==> src/rtl/axis_width_conv.sv <==
// axis_width_conv: AXI4-Stream data-width converter with tkeep/tlast/tuser.
//   M_TDATA_WIDTH >  S_TDATA_WIDTH : packs narrow slave beats into wide words.
//   M_TDATA_WIDTH <  S_TDATA_WIDTH : splits wide slave words into narrow beats.
//   M_TDATA_WIDTH == S_TDATA_WIDTH : one-stage register slice (upsize path, RATIO=1).
// Ports:
//   clk, rst          single clock, synchronous active-high reset
//   s_axis_*          slave stream (tvalid/tready/tdata/tkeep/tlast/tuser)
//   m_axis_*          master stream, all outputs except s_axis_tready registered
// Lanes are little-endian: narrow lane k sits at wide bits [(k+1)*N-1 : k*N].
module axis_width_conv #(
    parameter int S_TDATA_WIDTH = 32,
    parameter int M_TDATA_WIDTH = 128
) (
    input  logic                       clk,
    input  logic                       rst,
    input  logic                       s_axis_tvalid,
    output logic                       s_axis_tready,
    input  logic [S_TDATA_WIDTH-1:0]   s_axis_tdata,
    input  logic [S_TDATA_WIDTH/8-1:0] s_axis_tkeep,
    input  logic                       s_axis_tlast,
    input  logic                       s_axis_tuser,
    output logic                       m_axis_tvalid,
    input  logic                       m_axis_tready,
    output logic [M_TDATA_WIDTH-1:0]   m_axis_tdata,
    output logic [M_TDATA_WIDTH/8-1:0] m_axis_tkeep,
    output logic                       m_axis_tlast,
    output logic                       m_axis_tuser
);
    localparam int SK    = S_TDATA_WIDTH / 8;
    localparam int MK    = M_TDATA_WIDTH / 8;
    localparam bit UP    = (M_TDATA_WIDTH >= S_TDATA_WIDTH);
    localparam int NW    = UP ? S_TDATA_WIDTH : M_TDATA_WIDTH;
    localparam int WW    = UP ? M_TDATA_WIDTH : S_TDATA_WIDTH;
    localparam int RATIO = WW / NW;
    localparam int CW    = (RATIO > 1) ? $clog2(RATIO) : 1;
    localparam int NK    = NW / 8;

    generate
        if ((S_TDATA_WIDTH % 8) != 0 || (M_TDATA_WIDTH % 8) != 0 || (WW % NW) != 0) begin : g_bad_width
            $error("axis_width_conv: widths must be byte multiples and integer multiples of each other");
        end
    endgenerate

    // Master-side output register, shared by both conversion directions.
    logic                     m_valid_q, m_valid_d;
    logic [M_TDATA_WIDTH-1:0] m_data_q, m_data_d;
    logic [MK-1:0]            m_keep_q, m_keep_d;
    logic                     m_last_q, m_last_d;
    logic                     m_user_q, m_user_d;
    logic                     s_ready;

    always_ff @(posedge clk) begin
        if (rst) begin
            m_valid_q <= 1'b0;
            m_data_q  <= '0;
            m_keep_q  <= '0;
            m_last_q  <= 1'b0;
            m_user_q  <= 1'b0;
        end else begin
            m_valid_q <= m_valid_d;
            m_data_q  <= m_data_d;
            m_keep_q  <= m_keep_d;
            m_last_q  <= m_last_d;
            m_user_q  <= m_user_d;
        end
    end

    assign s_axis_tready = s_ready;
    assign m_axis_tvalid = m_valid_q;
    assign m_axis_tdata  = m_data_q;
    assign m_axis_tkeep  = m_keep_q;
    assign m_axis_tlast  = m_last_q;
    assign m_axis_tuser  = m_user_q;

    generate
        if (UP) begin : g_up
            logic [CW-1:0]            cnt_q, cnt_d;
            logic [M_TDATA_WIDTH-1:0] acc_data_q, acc_data_d;
            logic [MK-1:0]            acc_keep_q, acc_keep_d;
            logic                     acc_user_q, acc_user_d;
            logic                     completing, accept;
            logic [M_TDATA_WIDTH-1:0] word_data;
            logic [MK-1:0]            word_keep;

            always_comb begin
                completing = (cnt_q == CW'(RATIO - 1)) || s_axis_tlast;
                s_ready    = !rst && (!completing || !m_valid_q || m_axis_tready);
                accept     = s_axis_tvalid && s_ready;
                // Accumulator lanes above cnt are always zero (cleared on each
                // completion), so an early tlast word is zero-filled for free.
                word_data  = acc_data_q;
                word_data[cnt_q*S_TDATA_WIDTH +: S_TDATA_WIDTH] = s_axis_tdata;
                word_keep  = acc_keep_q;
                word_keep[cnt_q*SK +: SK] = s_axis_tkeep;

                cnt_d      = cnt_q;
                acc_data_d = acc_data_q;
                acc_keep_d = acc_keep_q;
                acc_user_d = acc_user_q;
                m_valid_d  = m_valid_q && !m_axis_tready;
                m_data_d   = m_data_q;
                m_keep_d   = m_keep_q;
                m_last_d   = m_last_q;
                m_user_d   = m_user_q;

                if (accept) begin
                    if (completing) begin
                        cnt_d      = '0;
                        acc_data_d = '0;
                        acc_keep_d = '0;
                        acc_user_d = 1'b0;
                        m_valid_d  = 1'b1;
                        m_data_d   = word_data;
                        m_keep_d   = word_keep;
                        m_last_d   = s_axis_tlast;
                        m_user_d   = acc_user_q | s_axis_tuser;
                    end else begin
                        cnt_d      = cnt_q + 1'b1;
                        acc_data_d = word_data;
                        acc_keep_d = word_keep;
                        acc_user_d = acc_user_q | s_axis_tuser;
                    end
                end
            end

            always_ff @(posedge clk) begin
                if (rst) begin
                    cnt_q      <= '0;
                    acc_data_q <= '0;
                    acc_keep_q <= '0;
                    acc_user_q <= 1'b0;
                end else begin
                    cnt_q      <= cnt_d;
                    acc_data_q <= acc_data_d;
                    acc_keep_q <= acc_keep_d;
                    acc_user_q <= acc_user_d;
                end
            end
        end else begin : g_dn
            logic [S_TDATA_WIDTH-1:0] hd_data_q, hd_data_d;
            logic [SK-1:0]            hd_keep_q, hd_keep_d;
            logic                     hd_last_q, hd_last_d;
            logic                     hd_user_q, hd_user_d;
            logic                     held_q, held_d;
            logic [CW-1:0]            idx_q, idx_d;   // lane currently in the output register
            logic [CW-1:0]            fin_q, fin_d;   // last lane to emit for the held word
            logic                     xfer, fin_now, accept;
            logic [CW-1:0]            nidx, in_fin;

            // Non-tlast words emit every lane; tlast words stop at the highest
            // lane with any kept byte (lane 0 if none).
            function automatic logic [CW-1:0] final_lane(input logic [SK-1:0] keep, input logic last);
                logic [CW-1:0] f;
                f = last ? '0 : CW'(RATIO - 1);
                if (last) begin
                    for (int k = 0; k < RATIO; k++) begin
                        if (|keep[k*NK +: NK]) f = CW'(k);
                    end
                end
                return f;
            endfunction

            always_comb begin
                xfer    = m_valid_q && m_axis_tready;
                fin_now = xfer && (idx_q == fin_q);
                s_ready = !rst && (!held_q || fin_now);
                accept  = s_axis_tvalid && s_ready;
                nidx    = idx_q + 1'b1;
                in_fin  = final_lane(s_axis_tkeep, s_axis_tlast);

                hd_data_d = hd_data_q;
                hd_keep_d = hd_keep_q;
                hd_last_d = hd_last_q;
                hd_user_d = hd_user_q;
                held_d    = held_q;
                idx_d     = idx_q;
                fin_d     = fin_q;
                m_valid_d = m_valid_q && !m_axis_tready;
                m_data_d  = m_data_q;
                m_keep_d  = m_keep_q;
                m_last_d  = m_last_q;
                m_user_d  = m_user_q;

                if (fin_now) begin
                    held_d = 1'b0;
                end else if (xfer) begin
                    idx_d     = nidx;
                    m_valid_d = 1'b1;
                    m_data_d  = hd_data_q[nidx*M_TDATA_WIDTH +: M_TDATA_WIDTH];
                    m_keep_d  = hd_keep_q[nidx*MK +: MK];
                    m_last_d  = hd_last_q && (nidx == fin_q);
                    m_user_d  = hd_user_q;
                end

                // A new word goes straight to lane 0 of the output register so
                // consecutive words stream without a bubble.
                if (accept) begin
                    hd_data_d = s_axis_tdata;
                    hd_keep_d = s_axis_tkeep;
                    hd_last_d = s_axis_tlast;
                    hd_user_d = s_axis_tuser;
                    held_d    = 1'b1;
                    idx_d     = '0;
                    fin_d     = in_fin;
                    m_valid_d = 1'b1;
                    m_data_d  = s_axis_tdata[M_TDATA_WIDTH-1:0];
                    m_keep_d  = s_axis_tkeep[MK-1:0];
                    m_last_d  = s_axis_tlast && (in_fin == '0);
                    m_user_d  = s_axis_tuser;
                end
            end

            always_ff @(posedge clk) begin
                if (rst) begin
                    hd_data_q <= '0;
                    hd_keep_q <= '0;
                    hd_last_q <= 1'b0;
                    hd_user_q <= 1'b0;
                    held_q    <= 1'b0;
                    idx_q     <= '0;
                    fin_q     <= '0;
                end else begin
                    hd_data_q <= hd_data_d;
                    hd_keep_q <= hd_keep_d;
                    hd_last_q <= hd_last_d;
                    hd_user_q <= hd_user_d;
                    held_q    <= held_d;
                    idx_q     <= idx_d;
                    fin_q     <= fin_d;
                end
            end
        end
    endgenerate
endmodule

==> config.mk <==
export PLATFORM = sky130hd
export DESIGN_NAME = axis_width_conv
export DESIGN_NICKNAME = d
export VERILOG_FILES = /design/src/rtl/axis_width_conv.sv
export SDC_FILE = /design/constraint.sdc
export NUM_CORES = 1
export LEC_CHECK = 0
export CELL_PAD_IN_SITES_DETAIL_PLACEMENT = 1
export CELL_PAD_IN_SITES_GLOBAL_PLACEMENT = 2
export CORE_AREA = 4 4 181 183
export CTS_BUF_LIST = sky130_fd_sc_hd__clkbuf_8
export DETAILED_ROUTE_END_ITERATION = 10
export DIE_AREA = 0 0 185 187
export PLACE_DENSITY = 0.83
export SLEW_MARGIN = 20
export SYNTH_ARGS = -nofsm -noshare
export SYNTH_HDL_FRONTEND = slang
export SYNTH_SLANG_ARGS = --single-unit
==> constraint.sdc <==
create_clock -name clk -period 3 [get_ports clk]
set_clock_uncertainty 0.15 [all_clocks]
set_input_delay 0.3 -clock clk [delete_from_list [all_inputs] [get_ports clk]]
set_output_delay 0.3 -clock clk [all_outputs]
set_load 0.05 [all_outputs]
==> results.json, run 1 <==
{
  "status": "complete, no violations",
  "achievable-frequency_ghz": 0.367,
  "timing.setup.tns_ns": 0,
  "p_switching_uw": 2520,
  "period_minus_slack_ns": 2.72,
  "yosys.cell_count.top_type": "sky130_fd_sc_hd__dfxtp_1",
  "synthXorXnorAreaFrac_pct": 0.0812,
  "ys_cells": 1021,
  "post_detail_place_hpwl_um": 21800,
  "worstRegToRegCells": 6,
  "quantity_of_i_o_buffers_inserted_on_ports": 189,
  "cts_tree": "yes",
  "worst_slew_margin_pct": 28.1,
  "synthAdderAreaFrac_pct": 0.580,
  "netlist_logic_family_top": "AND-OR/OR-AND gates",
  "drt_iter0_markers": 561,
  "numSequentialCells": 294,
  "yosys.area.top_type_share_pct": 54.5,
  "share_of_cell_area_taken_by_multi_input_logic_gates_pct": 32.0,
  "signal_buffer_area_fraction_pct": 15.3,
  "holdPathEnd": "g_up.acc_data_q[55]$_SDFFE_PP0P_",
  "finalPower_uw": 8810,
  "critical_path_depth": 6,
  "yosysUniqueCellTypes": 39,
  "seqPwrFrac_pct": 46.7,
  "fin_ws_ns": 0.279,
  "inv_count": 6,
  "synth.cellmix.simpleShare_pct": 12.5,
  "top_cells_by_count": "sky130_fd_sc_hd__dfxtp_1, sky130_fd_sc_hd__nor2_1, sky130_fd_sc_hd__nor3_1, sky130_fd_sc_hd__a221oi_1, sky130_fd_sc_hd__o2bb2ai_1",
  "first_global_vias": 9260,
  "edf_count": 0,
  "post_synth_regs": 294,
  "critical_path.cell_chain": "inv_1 -> ha_1 -> and4bb_2 -> nor2b_1 -> a221oi_1 -> nor3_1",
  "powerComb_uw": 1280,
  "chip_area_mm2": 0.0346,
  "insertion_delay_ns": 0.56,
  "top_power_group": "registers",
  "multi_input_gates": 619,
  "post_synth_instance_area_mm2": 0.0108,
  "critical_path.max_fanout": 7,
  "critical_path.slowest_cell": "sky130_fd_sc_hd__nor2b_1",
  "post_route_cells_drive_above_1_share_pct": 13.4,
  "pwr.group.clock_uw": 3410,
  "post-place-cells": 1530,
  "hold-path-cell-count": 1,
  "area_taken_by_flip_flops_and_latches_mm2": 0.00589,
  "syn_area_per_cell_um2": 10.6,
  "cts_setup_buffers": 0,
  "crit_end": "m_axis_tdata[107]$_SDFFE_PP0P_",
  "maximum_number_of_pins_on_one_net_before_global_route_repair": 120,
  "ys_warn_count": 0,
  "clock-root-buffer": "sky130_fd_sc_hd__clkbuf_8",
  "clockBufferCount": 59,
  "ant_nets": 0,
  "top_level_ports": 190,
  "power.clock.fraction_pct": 38.7,
  "numCtsBuffers": 50,
  "filler_cell_count": 3403,
  "cp_data_arrival_time_ns": 3.05,
  "remaining_drc_errors": 0,
  "yosysSeqAreaShare_pct": 54.5,
  "ctsHtreeMaxLevel": 2,
  "buffers_excl_clock": 210,
  "cpPeakStageDelay_ns": 0.70,
  "setup.worst_path.start_class": "flip-flop",
  "tapcell.inserted": 402
}
[run 1: registers in the layout, summed over array words and instances, names as in the netlist]
register / count
m_axis_tuser: 1
g_up.cnt_q: 2
g_up.acc_data_q: 128
m_axis_tkeep: 16
m_axis_tdata: 128
g_up.acc_user_q: 1
g_up.acc_keep_q: 16
m_axis_tvalid: 1
m_axis_tlast: 1
[run 1: cell usage in the layout (no fill, tap or decap), types with 3 or more instances in the layout]
cell type and instances:
sky130_fd_sc_hd__a22oi_1 35, sky130_fd_sc_hd__a22o_1 44, sky130_fd_sc_hd__a211oi_2 30, sky130_fd_sc_hd__clkbuf_8 59, sky130_fd_sc_hd__a221oi_1 79, sky130_fd_sc_hd__nor3_1 81
sky130_fd_sc_hd__inv_2 3, sky130_fd_sc_hd__ha_1 5, sky130_fd_sc_hd__and2_1 37, sky130_fd_sc_hd__buf_4 14, sky130_fd_sc_hd__a21oi_1 4, sky130_fd_sc_hd__inv_1 18
sky130_fd_sc_hd__o2bb2ai_1 65, sky130_fd_sc_hd__buf_12 7, sky130_fd_sc_hd__a211oi_1 35, sky130_fd_sc_hd__dfxtp_1 294, sky130_fd_sc_hd__nor2b_1 3, sky130_fd_sc_hd__nor2_1 146
sky130_fd_sc_hd__clkdlybuf4s50_1 187, sky130_fd_sc_hd__a22oi_2 30
[run 1: layer usage]
metal | track usage (%) | vias to the layer above | routed length (um)
met1 | 26.0 | 4402 | 15400
li1 | - | 4170 | -
met2 | 31.8 | 246 | 16300
met5 | 0 | - | 20
met4 | 5.70 | 2 | 844
met3 | 4.08 | 60 | 1870
[run 1: timing repair]
item	in CTS	in global routing
setup endpoints to repair	0	0
resized	0	0
endpoints found under the hold margin	20	0
hold buffers	1	0
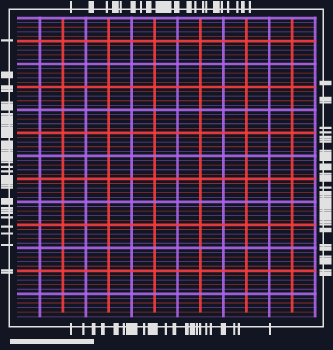
*Supply network, run 1*
Scale bar: 50 um. Pins as bars on the die edge.
- red: VDD
- purple: VSS
- met1 rails: 66
- met4 straps: 13
- met5 straps: 13
chip height: 187 um
placeable core region: 0.0312 mm2
die width: 185 um

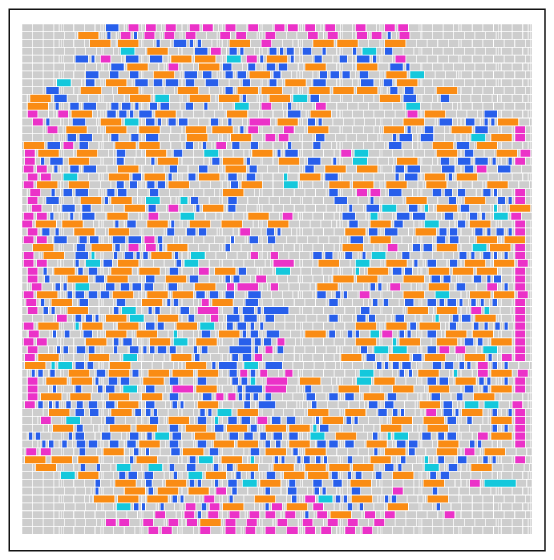
*Cells coloured by class, run 1*
Fill, decap, tap and diode cells in grey.
- orange: flip-flops (cells 294)
- cyan: clock drivers and dummy loads (cells 81)
- blue: all other logic (cells 625)
- magenta: other buffers and delay cells (cells 210)
Seq/total area: 42.2%
count of standard-cell rows: 65
final design utilization: 44.7%
final cell area excluding filler cells: 0.0139 mm2

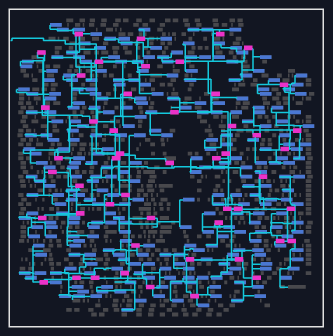
*Clock network drawn from the DEF, run 1*
- blue: flip-flops (count 294)
- magenta: cells driving clock nets (count 50)
- cyan: clock wires (length 4000 um)
- routed clock nets: 51
- flops lie: widely spread

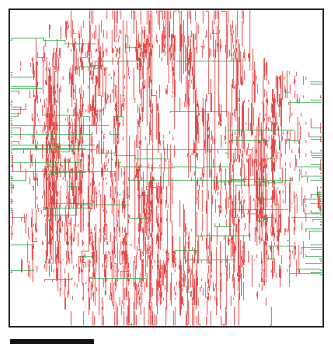
*Wiring by layer, run 1*
Scale bar: 50 um. Only two layers are drawn.
- red: met2 (wire length 16300 um)
- green: met3 (wire length 1870 um)
total number of vias: 8880
GR Util All Layers: 19.5%
total detailed-routing wirelength: 34400 um
wire per inst: 21.3 um

==> run 1 -> run 2 <==
Settings changed: CORE_AREA 4 4 181 183 to 4 4 176 178, DIE_AREA 0 0 185 187 to 0 0 180 182, PLACE_DENSITY 0.83 to 0.87.
Clock period 3 ns to 3.33 ns, I/O delays scaled along.
==> results.json, run 2 <==
{
  "netlist_logic_family_top": "AND-OR/OR-AND gates",
  "ys_warn_count": 0,
  "ant_nets": 0,
  "critical_path.reg2reg.startpoint": "g_up.cnt_q[0]$_SDFFE_PP0P_",
  "final_setup_violating_endpoints": 0,
  "clock-root-buffer": "sky130_fd_sc_hd__clkbuf_8",
  "ctsHtreeMaxLevel": 2,
  "cts_setup_buffers": 0,
  "number_of_antenna_violations_at_the_first_check_in_global_routing": 0,
  "clk_transition_reported_paths_ns": 0.06,
  "top_cells_by_count": "sky130_fd_sc_hd__dfxtp_1, sky130_fd_sc_hd__nor2_1, sky130_fd_sc_hd__nor3_1, sky130_fd_sc_hd__a221oi_1, sky130_fd_sc_hd__o2bb2ai_1",
  "synthXorXnorAreaFrac_pct": 0.0812,
  "finalPower_uw": 8030,
  "remaining_drc_errors": 0,
  "met1Wirelength_um": 15000,
  "syn_area_per_cell_um2": 10.6,
  "hold_violations": 0,
  "post_route_cells_drive_above_1_share_pct": 13.8,
  "internal_dissipation_uw": 5760,
  "yosys.area.top_type_share_pct": 54.5,
  "path_class": "flip-flop to output port",
  "cellLeakagePower_uw": 0.00494,
  "met3_wirelength_um": 1800,
  "top_level_ports": 190,
  "yosysSeqAreaShare_pct": 54.5,
  "cts_tree": "yes",
  "post_detail_place_hpwl_um": 22100,
  "yosysUniqueCellTypes": 39,
  "critical_path.max_fanout": 7,
  "critical_path.cell_chain": "ha_1 -> or2_1 -> a21oi_1 -> dlygate4sd2_1",
  "met2_length_um": 16100,
  "synthDominantAreaCellType": "sky130_fd_sc_hd__dfxtp_1",
  "status": "complete, no violations",
  "worst_slew_margin_pct": 29.3,
  "achievable-frequency_ghz": 0.334,
  "fp-row-count": 63,
  "fin_nets": 1236,
  "maximum_number_of_pins_on_one_net_before_global_route_repair": 80,
  "post_synth_instance_area_mm2": 0.0108,
  "p_switching_uw": 2280,
  "cts_repair_resize_count": 1,
  "first_global_vias": 9333,
  "cp_data_arrival_time_ns": 2.51,
  "die_y_um": 182,
  "log_warnings": 30,
  "critical_path.slowest_cell": "sky130_fd_sc_hd__dlygate4sd2_1",
  "async_flop_share_pct": 0,
  "yosys.cell_count.top_type": "sky130_fd_sc_hd__dfxtp_1",
  "drt_iter0_markers": 610,
  "grt_use_met3_pct": 3.59,
  "coreArea_mm2": 0.0294,
  "cpPeakStageDelay_ns": 0.58,
  "timing.setup.tns_ns": 0,
  "met2_usage_pct": 33.8,
  "synth.cellmix.simpleShare_pct": 12.5,
  "synthAdderAreaFrac_pct": 0.580,
  "period_minus_slack_ns": 2.99,
  "groute.layer.met1.usage_pct": 26.3,
  "drt-pass1-iter-count": 5,
  "grt_busiest_layer": "met2",
  "numCtsBuffers": 50,
  "post_synth_regs": 294,
  "edf_count": 0,
  "mostFrequentLayoutCell": "sky130_fd_sc_hd__dfxtp_1",
  "ctsHoldBuffers": 1,
  "fin_cells": 1614,
  "dr.max_layer_used": "met4",
  "layout_overhead_on_the_synthesized_area_pct": 29.7,
  "seqPwrFrac_pct": 46.2,
  "critical_path.endpoint_type": "output port",
  "setup.worst_path.start_class": "flip-flop",
  "chip_area_mm2": 0.0328,
  "tritoncts_num_sinks": 294,
  "final_layout_top_logic_cells": "sky130_fd_sc_hd__dfxtp_1, sky130_fd_sc_hd__clkdlybuf4s50_1, sky130_fd_sc_hd__nor2_1",
  "synthesis.instances": 1021,
  "complex_gates_by_area_pct": 27.7,
  "quantity_of_i_o_buffers_inserted_on_ports": 189,
  "die_width_um": 180,
  "ys_cells": 1021,
  "routed_via_density": 5.49,
  "post-place-cells": 1526
}
## run 2: path summary, 6_finish.rpt
path | end | cells after the start
min reg2reg | g_up.acc_data_q[111]$_SDFFE_PP0P_ | 1
min | g_up.acc_data_q[111]$_SDFFE_PP0P_ | 1
max reg2reg | g_up.acc_data_q[41]$_SDFFE_PP0P_ | 6
max | s_axis_tready | 4
## run 2: layout make-up
| cell class | count | area [um2] |
|---|---|---|
| Fill cell | 3213 | 15400 |
| Sequential cell | 294 | 5890 |
| Multi-Input combinational cell | 619 | 4460 |
| Timing Repair Buffer | 218 | 2150 |
| Clock buffer | 63 | 867 |
| Tap cell | 390 | 488 |
| Clock inverter | 24 | 123 |
| Inverter | 6 | 22.5 |
## run 2: metrics by stage
stage          setup slack (ns)  util (%)  hold slack [ns]  cell area [um2]
3_3_place_gp              0.451      44.2            0.292            13000
5_1_grt                   0.211      47.6            0.281            14000
2_1_floorplan              1.05         -            0.280            10800
4_1_cts                   0.293      47.6            0.269            14000
3_5_place_dp              0.403      44.2            0.294            13000
6_report                  0.337      47.6            0.308            14000
## run 2: power groups by stage
stage / clock network [uW] / registers, uW / logic (uW)
6_report: 3190 / 3710 / 1140
3_5_place_dp: 0 / 3780 / 1150
3_3_place_gp: 0 / 3780 / 1130
5_1_grt: 3450 / 3720 / 1210
2_1_floorplan: 0 / 4080 / 437
4_1_cts: 3290 / 3710 / 1160
## run 2: worst register-to-register path, cell delays in order, from the launching register on
cell and delay [ns]:
sky130_fd_sc_hd__dfxtp_1 0.47, sky130_fd_sc_hd__ha_1 0.30, sky130_fd_sc_hd__or2_1 0.33, sky130_fd_sc_hd__a21oi_4 0.11, sky130_fd_sc_hd__nor2_4 0.71, sky130_fd_sc_hd__buf_4 0.48
sky130_fd_sc_hd__o2bb2ai_1 0.19
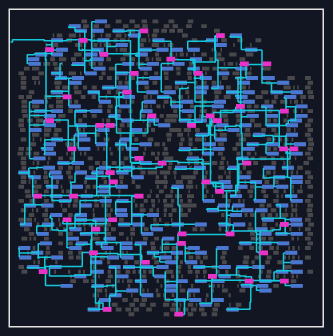
*Clock network drawn from the DEF, run 2*
- cyan: clock wires (length 4060 um)
- magenta: cells driving clock nets (count 50)
- blue: flip-flops (count 294)
- flops lie: widely spread
clock distribution power: 3190 uW
clk latency late pin: 0.55 ns
portion of total power attributed to the clock network: 39.7%

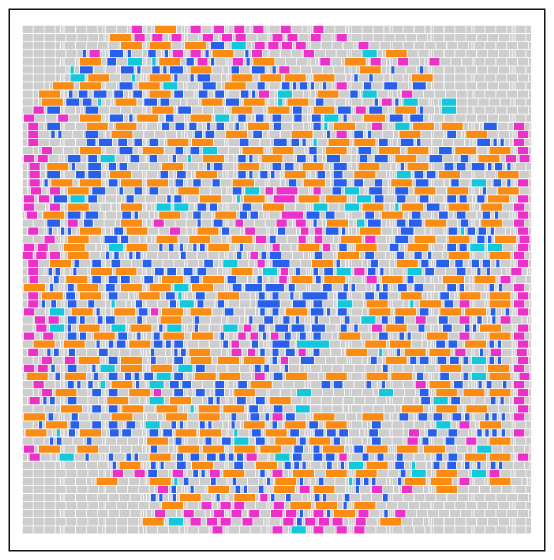
*Cells coloured by class, run 2*
Fill, decap, tap and diode cells in grey.
- magenta: other buffers and delay cells (cells 218)
- orange: flip-flops (cells 294)
- cyan: clock drivers and dummy loads (cells 87)
- blue: all other logic (cells 625)

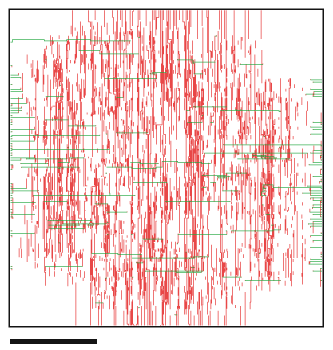
*Wiring by layer, run 2*
Scale bar: 50 um. Only two layers are drawn.
- red: met2 (wire length 16100 um)
- green: met3 (wire length 1800 um)
total number of vias: 8867
GR Util All Layers: 20.0%
total detailed-routing wirelength: 33700 um
wire per inst: 20.9 um

Power figures rest on the tool's default switching activity, not on a simulated workload.
